### src/rtl/octree_pkg.sv
// Octree layout parameters, FSM states and address helpers shared by the
// anchor reader and the anchor updater.
package octree_pkg;

  localparam int unsigned DATA_BUS_WIDTH     = 64;
  localparam int unsigned ADDR_BUS_WIDTH     = 64;
  localparam int unsigned FEATURE_LENTH      = 9;
  localparam int unsigned CHILDREN_NUM       = 8;
  localparam int unsigned LOG_CHILD_NUM      = 3;
  localparam int unsigned TREE_LEVEL         = 5;
  localparam int unsigned LOG_TREE_LEVEL     = 3;
  localparam int unsigned TREE_ADDR_START    = 0;
  localparam int unsigned FEATURE_START_ADDR = 1200;
  localparam int unsigned ENCODE_ADDR_WIDTH  = LOG_CHILD_NUM * TREE_LEVEL + LOG_TREE_LEVEL;
  localparam int unsigned NODE_W             = 32;
  localparam int unsigned IDX_W              = 4;

  typedef logic [NODE_W-1:0]         node_t;
  typedef logic [ADDR_BUS_WIDTH-1:0] addr_t;

  typedef enum logic [2:0] {
    ST_IDLE,
    ST_TREE_RD,
    ST_CHECK,
    ST_FEAT_RD,
    ST_FEAT_TAIL,
    ST_DONE
  } state_t;

  // Depth 0 is the most significant path field, just below the level field.
  function automatic logic [LOG_CHILD_NUM-1:0] path_field(
    input logic [ENCODE_ADDR_WIDTH-1:0] pos,
    input logic [LOG_TREE_LEVEL-1:0]    d
  );
    logic [ENCODE_ADDR_WIDTH-1:0] sh;
    sh = pos >> (LOG_CHILD_NUM * (TREE_LEVEL - 1 - 32'(d)));
    return sh[LOG_CHILD_NUM-1:0];
  endfunction

  function automatic node_t child_node(input node_t n, input logic [LOG_CHILD_NUM-1:0] c);
    return n * NODE_W'(CHILDREN_NUM) + NODE_W'(c) + NODE_W'(1);
  endfunction

  function automatic addr_t node_addr(input node_t n);
    return ADDR_BUS_WIDTH'(TREE_ADDR_START) + ADDR_BUS_WIDTH'(n);
  endfunction

  function automatic addr_t feat_addr(input node_t n, input logic [IDX_W-1:0] k);
    return ADDR_BUS_WIDTH'(FEATURE_START_ADDR)
         + ADDR_BUS_WIDTH'(n) * ADDR_BUS_WIDTH'(FEATURE_LENTH)
         + ADDR_BUS_WIDTH'(k);
  endfunction

endpackage

### src/rtl/octree_addr_gen.sv
// Combinational node-word and feature-word address generation for the
// octree SRAM layout.
module octree_addr_gen
  import octree_pkg::*;
(
  input  node_t            node,
  input  logic [IDX_W-1:0] k,
  output addr_t            node_addr_c,
  output addr_t            feat_addr_c
);

  assign node_addr_c = node_addr(node);
  assign feat_addr_c = feat_addr(node, k);

endmodule

### src/rtl/octree_anchor_reader.sv
// Walks the octree for an encoded anchor position and streams the anchor's
// feature words on a hit, or reports not-found on a miss.
module octree_anchor_reader
  import octree_pkg::*;
(
  input  logic                         clk,
  input  logic                         rst,
  input  logic                         query_req,
  input  logic [ENCODE_ADDR_WIDTH-1:0] pos_encode,
  output logic                         query_busy,
  output logic                         query_done,
  output logic                         query_hit,
  output logic                         feature_valid,
  output logic [IDX_W-1:0]             feature_idx,
  output logic [DATA_BUS_WIDTH-1:0]    feature_out,
  output logic                         mem_sram_CEN,
  output logic [ADDR_BUS_WIDTH-1:0]    mem_sram_A,
  output logic [DATA_BUS_WIDTH-1:0]    mem_sram_D,
  output logic                         mem_sram_GWEN,
  input  logic [DATA_BUS_WIDTH-1:0]    mem_sram_Q
);

  state_t                       state;
  logic [ENCODE_ADDR_WIDTH-1:0] pos;
  logic [LOG_TREE_LEVEL-1:0]    depth;
  node_t                        parent;
  logic [IDX_W-1:0]             k;

  logic [LOG_TREE_LEVEL-1:0]    level;
  logic [LOG_CHILD_NUM-1:0]     field;
  logic [CHILDREN_NUM-1:0]      mask;
  node_t                        next_node;
  node_t                        sel_node;
  logic [IDX_W-1:0]             sel_k;
  addr_t                        node_a;
  addr_t                        feat_a;

  assign mem_sram_D    = '0;
  assign mem_sram_GWEN = 1'b1;
  // Feature words come straight from the SRAM read port in the cycle after issue.
  assign feature_out   = feature_valid ? mem_sram_Q : '0;

  assign level = pos[ENCODE_ADDR_WIDTH-1 -: LOG_TREE_LEVEL];

  // Pick the node/word whose address is registered onto the SRAM bus next.
  always_comb begin
    field     = path_field(pos, depth);
    mask      = mem_sram_Q[CHILDREN_NUM-1:0];
    next_node = child_node(parent, field);
    sel_node  = parent;
    sel_k     = k + IDX_W'(1);
    case (state)
      ST_IDLE: begin
        sel_node = '0;
        sel_k    = '0;
      end
      ST_CHECK: begin
        sel_node = next_node;
        sel_k    = '0;
      end
      default: ;
    endcase
  end

  octree_addr_gen u_addr_gen (
    .node        (sel_node),
    .k           (sel_k),
    .node_addr_c (node_a),
    .feat_addr_c (feat_a)
  );

  always_ff @(posedge clk) begin
    if (rst) begin
      state         <= ST_IDLE;
      pos           <= '0;
      depth         <= '0;
      parent        <= '0;
      k             <= '0;
      query_busy    <= 1'b0;
      query_done    <= 1'b0;
      query_hit     <= 1'b0;
      feature_valid <= 1'b0;
      feature_idx   <= '0;
      mem_sram_CEN  <= 1'b1;
      mem_sram_A    <= '0;
    end else begin
      mem_sram_CEN  <= 1'b1;
      feature_valid <= 1'b0;
      query_done    <= 1'b0;
      case (state)
        ST_IDLE: begin
          if (query_req) begin
            pos        <= pos_encode;
            parent     <= '0;
            depth      <= '0;
            k          <= '0;
            query_busy <= 1'b1;
            query_hit  <= 1'b0;
            if (pos_encode[ENCODE_ADDR_WIDTH-1 -: LOG_TREE_LEVEL] >= LOG_TREE_LEVEL'(TREE_LEVEL)) begin
              state <= ST_DONE;
            end else begin
              state        <= ST_TREE_RD;
              mem_sram_CEN <= 1'b0;
              mem_sram_A   <= node_a;
            end
          end
        end
        ST_TREE_RD: begin
          state <= ST_CHECK;
        end
        ST_CHECK: begin
          if (!mask[field]) begin
            state      <= ST_DONE;
            query_done <= 1'b1;
            query_busy <= 1'b0;
            query_hit  <= 1'b0;
          end else begin
            parent       <= next_node;
            mem_sram_CEN <= 1'b0;
            if (depth == level) begin
              state      <= ST_FEAT_RD;
              k          <= '0;
              mem_sram_A <= feat_a;
            end else begin
              state      <= ST_TREE_RD;
              depth      <= depth + LOG_TREE_LEVEL'(1);
              mem_sram_A <= node_a;
            end
          end
        end
        ST_FEAT_RD: begin
          feature_valid <= 1'b1;
          feature_idx   <= k;
          if (k == IDX_W'(FEATURE_LENTH - 1)) begin
            state <= ST_FEAT_TAIL;
          end else begin
            k            <= k + IDX_W'(1);
            mem_sram_CEN <= 1'b0;
            mem_sram_A   <= feat_a;
          end
        end
        ST_FEAT_TAIL: begin
          state      <= ST_DONE;
          query_done <= 1'b1;
          query_busy <= 1'b0;
          query_hit  <= 1'b1;
        end
        ST_DONE: begin
          // An out-of-range level arrives here with no pulse yet; emit it now.
          if (query_done) begin
            state     <= ST_IDLE;
            query_hit <= 1'b0;
          end else begin
            query_done <= 1'b1;
            query_busy <= 1'b0;
          end
        end
        default: state <= ST_IDLE;
      endcase
    end
  end

endmodule

### config.mk
export PLATFORM = sky130hd
export DESIGN_NAME = octree_anchor_reader
export DESIGN_NICKNAME = d
export VERILOG_FILES = /design/src/rtl/octree_pkg.sv /design/src/rtl/octree_addr_gen.sv /design/src/rtl/octree_anchor_reader.sv
export SDC_FILE = /design/constraint.sdc
export NUM_CORES = 1
export LEC_CHECK = 0
export CAP_MARGIN = 0
export CORE_MARGIN = 4
export CORE_UTILIZATION = 57
export DETAILED_ROUTE_END_ITERATION = 12
export PLACE_DENSITY = 0.87
export SLEW_MARGIN = 5
export SYNTH_ARGS = -nofsm -noshare
export SYNTH_HDL_FRONTEND = slang
export SYNTH_HIERARCHICAL = 1
export SYNTH_SLANG_ARGS = --single-unit
### constraint.sdc
create_clock -name clk -period 20.1 [get_ports clk]
set_input_delay 3.015 -clock clk [delete_from_list [all_inputs] [get_ports clk]]
set_output_delay 3.015 -clock clk [all_outputs]
set_load 0.05 [all_outputs]
**Run 1: close-up of the layout**

Region (58, 58) to (98, 98) um. Cells in grey, sequential cells in the stronger grey; small squares are vias.
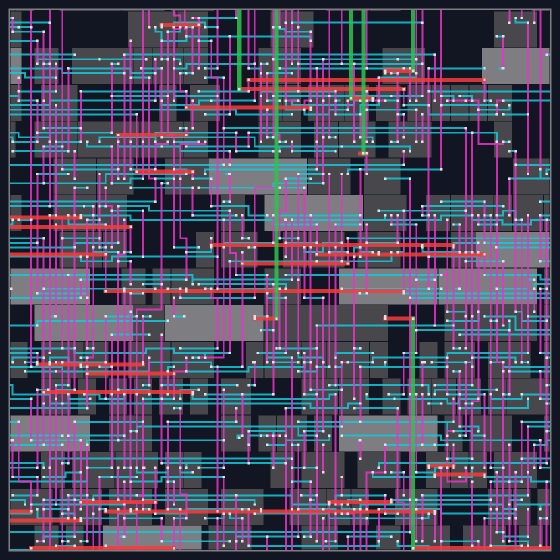
colour	layer
cyan	met1
green	met4
magenta	met2
red	met3
netlist names of flops here include	parent (12)
cells with their middle in the window	144
most frequent	nand2_1 (19), dfxtp_1 (12)
sequential cells in the window	12

**Run 1: metal 2**

Scale: 2 px per um. Cells faint in the background.
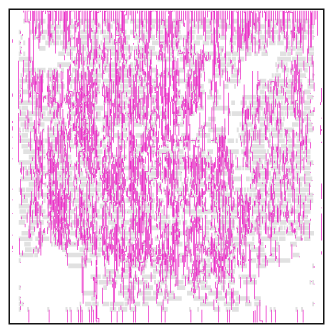
longest straight run	40.3 um
share of all routed wire	48%
nets with wire on the layer	1565

**Run 1: cell outlines without signal wires**

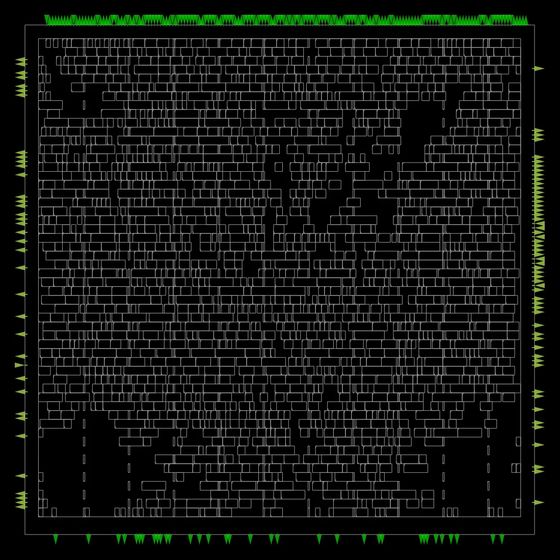
filler-free cell count of the finished design: 1920
Seq area share: 18.3%
inserted tap cell count: 280
core occupancy in the finished layout: 67.0%

==> results.toml, run 1 <==
# physical design summary
[outcome]
result_of_the_run = "finished, final reports clean"

[finish]
logic_gate_count = 1208
post_route_cells_drive_above_1_share_pct = 7.44
lay_top_cells = "sky130_fd_sc_hd__clkdlybuf4s50_1 (220), sky130_fd_sc_hd__dfxtp_1 (133), sky130_fd_sc_hd__conb_1 (125), sky130_fd_sc_hd__nand2_1 (119), sky130_fd_sc_hd__nor2_1 (107)"
reg.largest.list = "mem_sram_A: 64 flops, parent: 32 flops, pos: 18 flops"
register_cell_area_after_layout_mm2 = 0.00266
nonClockBufferCount = 231
combinational_fraction_of_the_cell_area_pct = 58.9
regMostFlops = "mem_sram_A"
final-clk-cell-share_pct = 3.85
antenna_cells = 0
layout.cell_area.non_filler_mm2 = 0.0146

[global_routing]
grt_util_met2_pct = 40.9
grt_start_max_net_pins = 75
globalRoute.busiestLayer = "met2"
grt_pass1_vias = 10400
initial_antenna_violation_count = 0
grt_use_met3_pct = 3.76
globalRouteMet1Util_pct = 33.6

[worst_setup_path]
worstSetupStartpointType = "flip-flop"
rr_worst_depth = 29
reg2reg_setup_slack_ns = 11.04
critical_r2r_capture = "mem_sram_A[31]$_SDFFE_PP0P_"
cp.required_ns = 20.42
crit_path_end_kind = "flip-flop"
cp.arrival_ns = 9.38

[power_and_ir_drop]
total_leakage_power_nw = 6.60
comb_cell_power_w = 0.000431
power_switching_w = 0.000444
clk-power_w = 0.000302
power_switching_share_pct = 42.6
seq_power_share_pct = 29.7

[timing]
slew_headroom_pct = 25.0
max_slew.worst_pin.slew_ns = 1.12
worst_slack_ns = 11.04

[placed_design]
detailedPlacementHpwl_um = 23700
dp.cells = 1888

[route]
top_layer = "met4"
number_of_optimization_iterations_in_the_first_detailed_route_pass = 5
via_total_after_detailed_routing = 10900
via_per_inst = 5.68
routed-wl-met2_um = 15500
violation_tally_from_detailed_route_iteration_zero = 971

[yosys]
ys_sh_mux_pct = 13.6
synth.ff_latch_count = 133
yosysCellCount = 1506
asyncSetResetFlopFracSynth_pct = 0
postSynth.topFlopCell = "sky130_fd_sc_hd__dfxtp_1"
netlist_logic_family_top = "simple AND/OR/NAND/NOR gates"
yosys-top-cells-count = "sky130_fd_sc_hd__buf_4 (159), sky130_fd_sc_hd__dfxtp_1 (133), sky130_fd_sc_hd__nand2_1 (120)"
yosys.area_share.aoi_pct = 16.8
yosys.area_share.xor_xnor_pct = 4.32
synth-edff-count = 0
synthDominantCellAreaShare_pct = 21.2

[clock_network]
clk_transition_reported_paths_ns = 0.07
cts_h_tree_depth = 4
clock_path_buffers = 2

[worst_hold_path]
hp-class = "flip-flop to flip-flop"

[floorplanning]
initial_core_utilization_pct = 57.8
num_rows = 54
**Run 1: routed metal, one colour a layer**

Scale: 2 px per um. Only two layers are drawn.
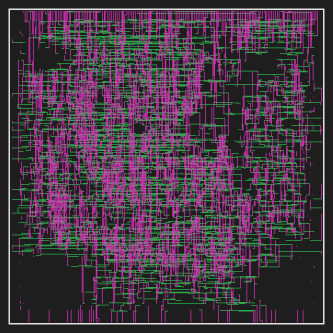

==> run 2: changes to the inputs <==
Settings changed: CORE_UTILIZATION 57 to 47, PLACE_DENSITY 0.87 to 0.77.
Clock period 20.1 ns to 7.8 ns, I/O delays scaled along.
**Run 2: routed metal, one colour a layer**

Scale: 2 px per um. Only two layers are drawn.
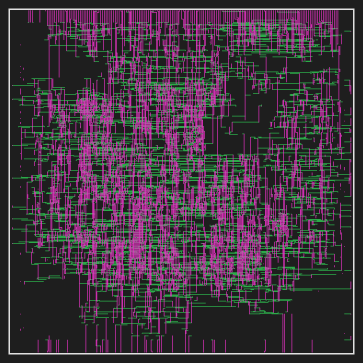
colour	layer	wire length
magenta	met2	16000 um
green	met1	14400 um

**Run 2: close-up of the layout**

Region (66, 66) to (106, 106) um. Cells in grey, sequential cells in the stronger grey; small squares are vias.
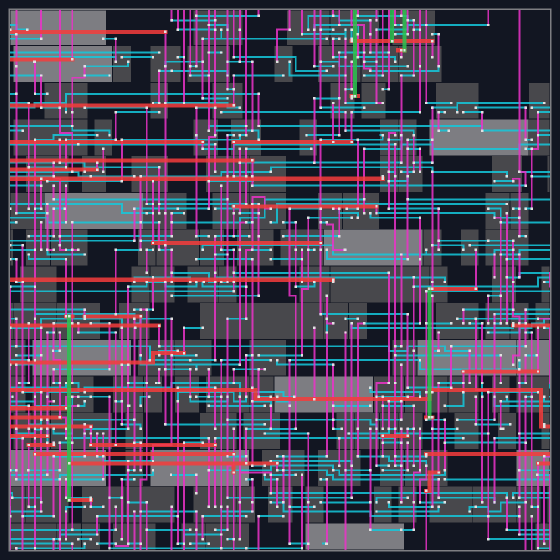
colour	layer
magenta	met2
cyan	met1
green	met4
red	met3
sequential cells in the window	11
most frequent	nand2_1 (20), dfxtp_1 (11)
netlist names of flops here include	parent (11)
cells with their middle in the window	134

**Run 2: cell outlines without signal wires**

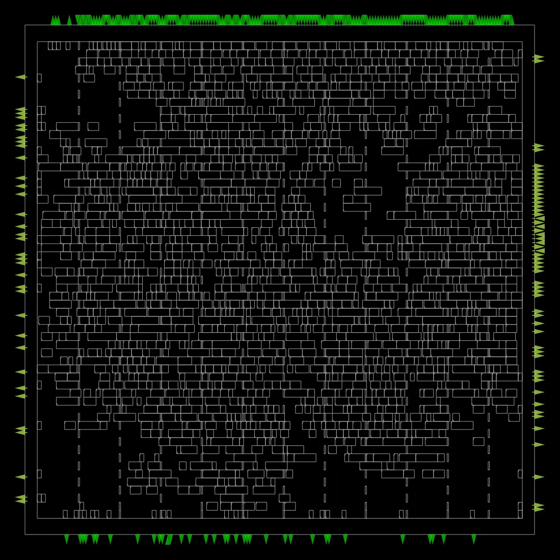
num sequential: 133
filler-free cell count of the finished design: 1986
core occupancy in the finished layout: 56.6%
number of rows created at floorplan: 59

==> results.toml, run 2 <==
# physical design summary
[finish]
logic_gate_count = 1208
reg.largest.list = "mem_sram_A: 64 flops, parent: 32 flops, pos: 18 flops"
regMostFlops = "mem_sram_A"
post_route_cells_drive_above_1_share_pct = 8.30
nonClockBufferCount = 243
register_cell_area_after_layout_mm2 = 0.00266
final-clk-cell-share_pct = 4.19
non_clock_inverter_count = 36
antenna_cells = 0
lay_top_cells = "sky130_fd_sc_hd__clkdlybuf4s50_1 (220), sky130_fd_sc_hd__dfxtp_1 (133), sky130_fd_sc_hd__conb_1 (125), sky130_fd_sc_hd__nand2_1 (119), sky130_fd_sc_hd__nor2_1 (107)"
area_growth_pct = 18.1
largest_register_ffs = 64
biggestCellCategory = "combinational gates"
combinational_fraction_of_the_cell_area_pct = 58.0
layout.cell_area.non_filler_mm2 = 0.0148
seq_area_share_pct = 17.9

[global_routing]
grt_remaining_overflow = 0
globalRouteMet1Util_pct = 27.5
grt_start_max_net_pins = 91
grt_util_met2_pct = 35.9
globalRoute.busiestLayer = "met2"
grt_pass1_vias = 10300
grt_use_met3_pct = 3.15
grt_usage_pct = 21.1
initial_antenna_violation_count = 0

[worst_setup_path]
critical_r2r_capture = "mem_sram_A[30]$_SDFFE_PP0P_"
worstSetupStartpointType = "flip-flop"
reg2reg_setup_slack_ns = 0.35
crit_path_end_kind = "flip-flop"
gate_family_responsible_for_the_most_delay_along_the_worst_path = "adder cells"
cp.arrival_ns = 7.77
rr_worst_depth = 30
max_stage_delay_ns = 0.52
timing.critical_path.buf_inv = 4
cp.required_ns = 8.11
path_max_fanout = 9

[outcome]
result_of_the_run = "finished, final reports clean"

[placed_design]
port_buffers = 221
place_ws_ns = 0.286
detailedPlacementHpwl_um = 23800
dp.cells = 1955
finalWeightedCongestion = 0.955

[yosys]
yosys.area_share.aoi_pct = 16.8
chip_area_line_of_the_yosys_report_mm2 = 0.0126
synth.ff_latch_count = 133
synth-warning-count = 6
ys_sh_mux_pct = 13.6
yosys-top-cells-count = "sky130_fd_sc_hd__buf_4 (159), sky130_fd_sc_hd__dfxtp_1 (133), sky130_fd_sc_hd__nand2_1 (120)"
yosys.area_share.xor_xnor_pct = 4.32
synth-edff-count = 0
postSynth.topFlopCell = "sky130_fd_sc_hd__dfxtp_1"
netlist_logic_family_top = "simple AND/OR/NAND/NOR gates"
asyncSetResetFlopFracSynth_pct = 0
synthDominantCellAreaShare_pct = 21.2
post_synth_top_area_cell = "sky130_fd_sc_hd__dfxtp_1"
yosysCellCount = 1506

[floorplanning]
initial_core_utilization_pct = 48.0
tap_cells = 335

[job]
total_tool_warning_count = 30
max_cap_violations = 0

[power_and_ir_drop]
power_switching_share_pct = 40.0
comb_cell_power_w = 0.00113
power_switching_w = 0.00111
seq_cell_power_w = 0.000794
seq_power_share_pct = 28.5
total_leakage_power_nw = 6.69
clk-power_w = 0.000868

[timing]
slew_headroom_pct = 31.1
max_slew.worst_pin.slew_ns = 1.03
fmaxAchievable_mhz = 134
totalNegativeSetupSlack_ns = 0
final_hold_viol_count = 0
grt_setup_unrepaired = "true"
worst_slack_ns = 0.346

[route]
via_per_inst = 5.46
number_of_optimization_iterations_in_the_first_detailed_route_pass = 5
routed-wl-met2_um = 16000
via_total_after_detailed_routing = 10900
top_layer = "met4"
violation_tally_from_detailed_route_iteration_zero = 921

[clock_network]
cts_bufs_inserted = 17
cts_h_tree_depth = 4
clock_path_buffers = 2
post_cts_resized = 0
clk_transition_reported_paths_ns = 0.06
root_buffer = "sky130_fd_sc_hd__clkbuf_16"

[worst_hold_path]
hp-class = "flip-flop to flip-flop"
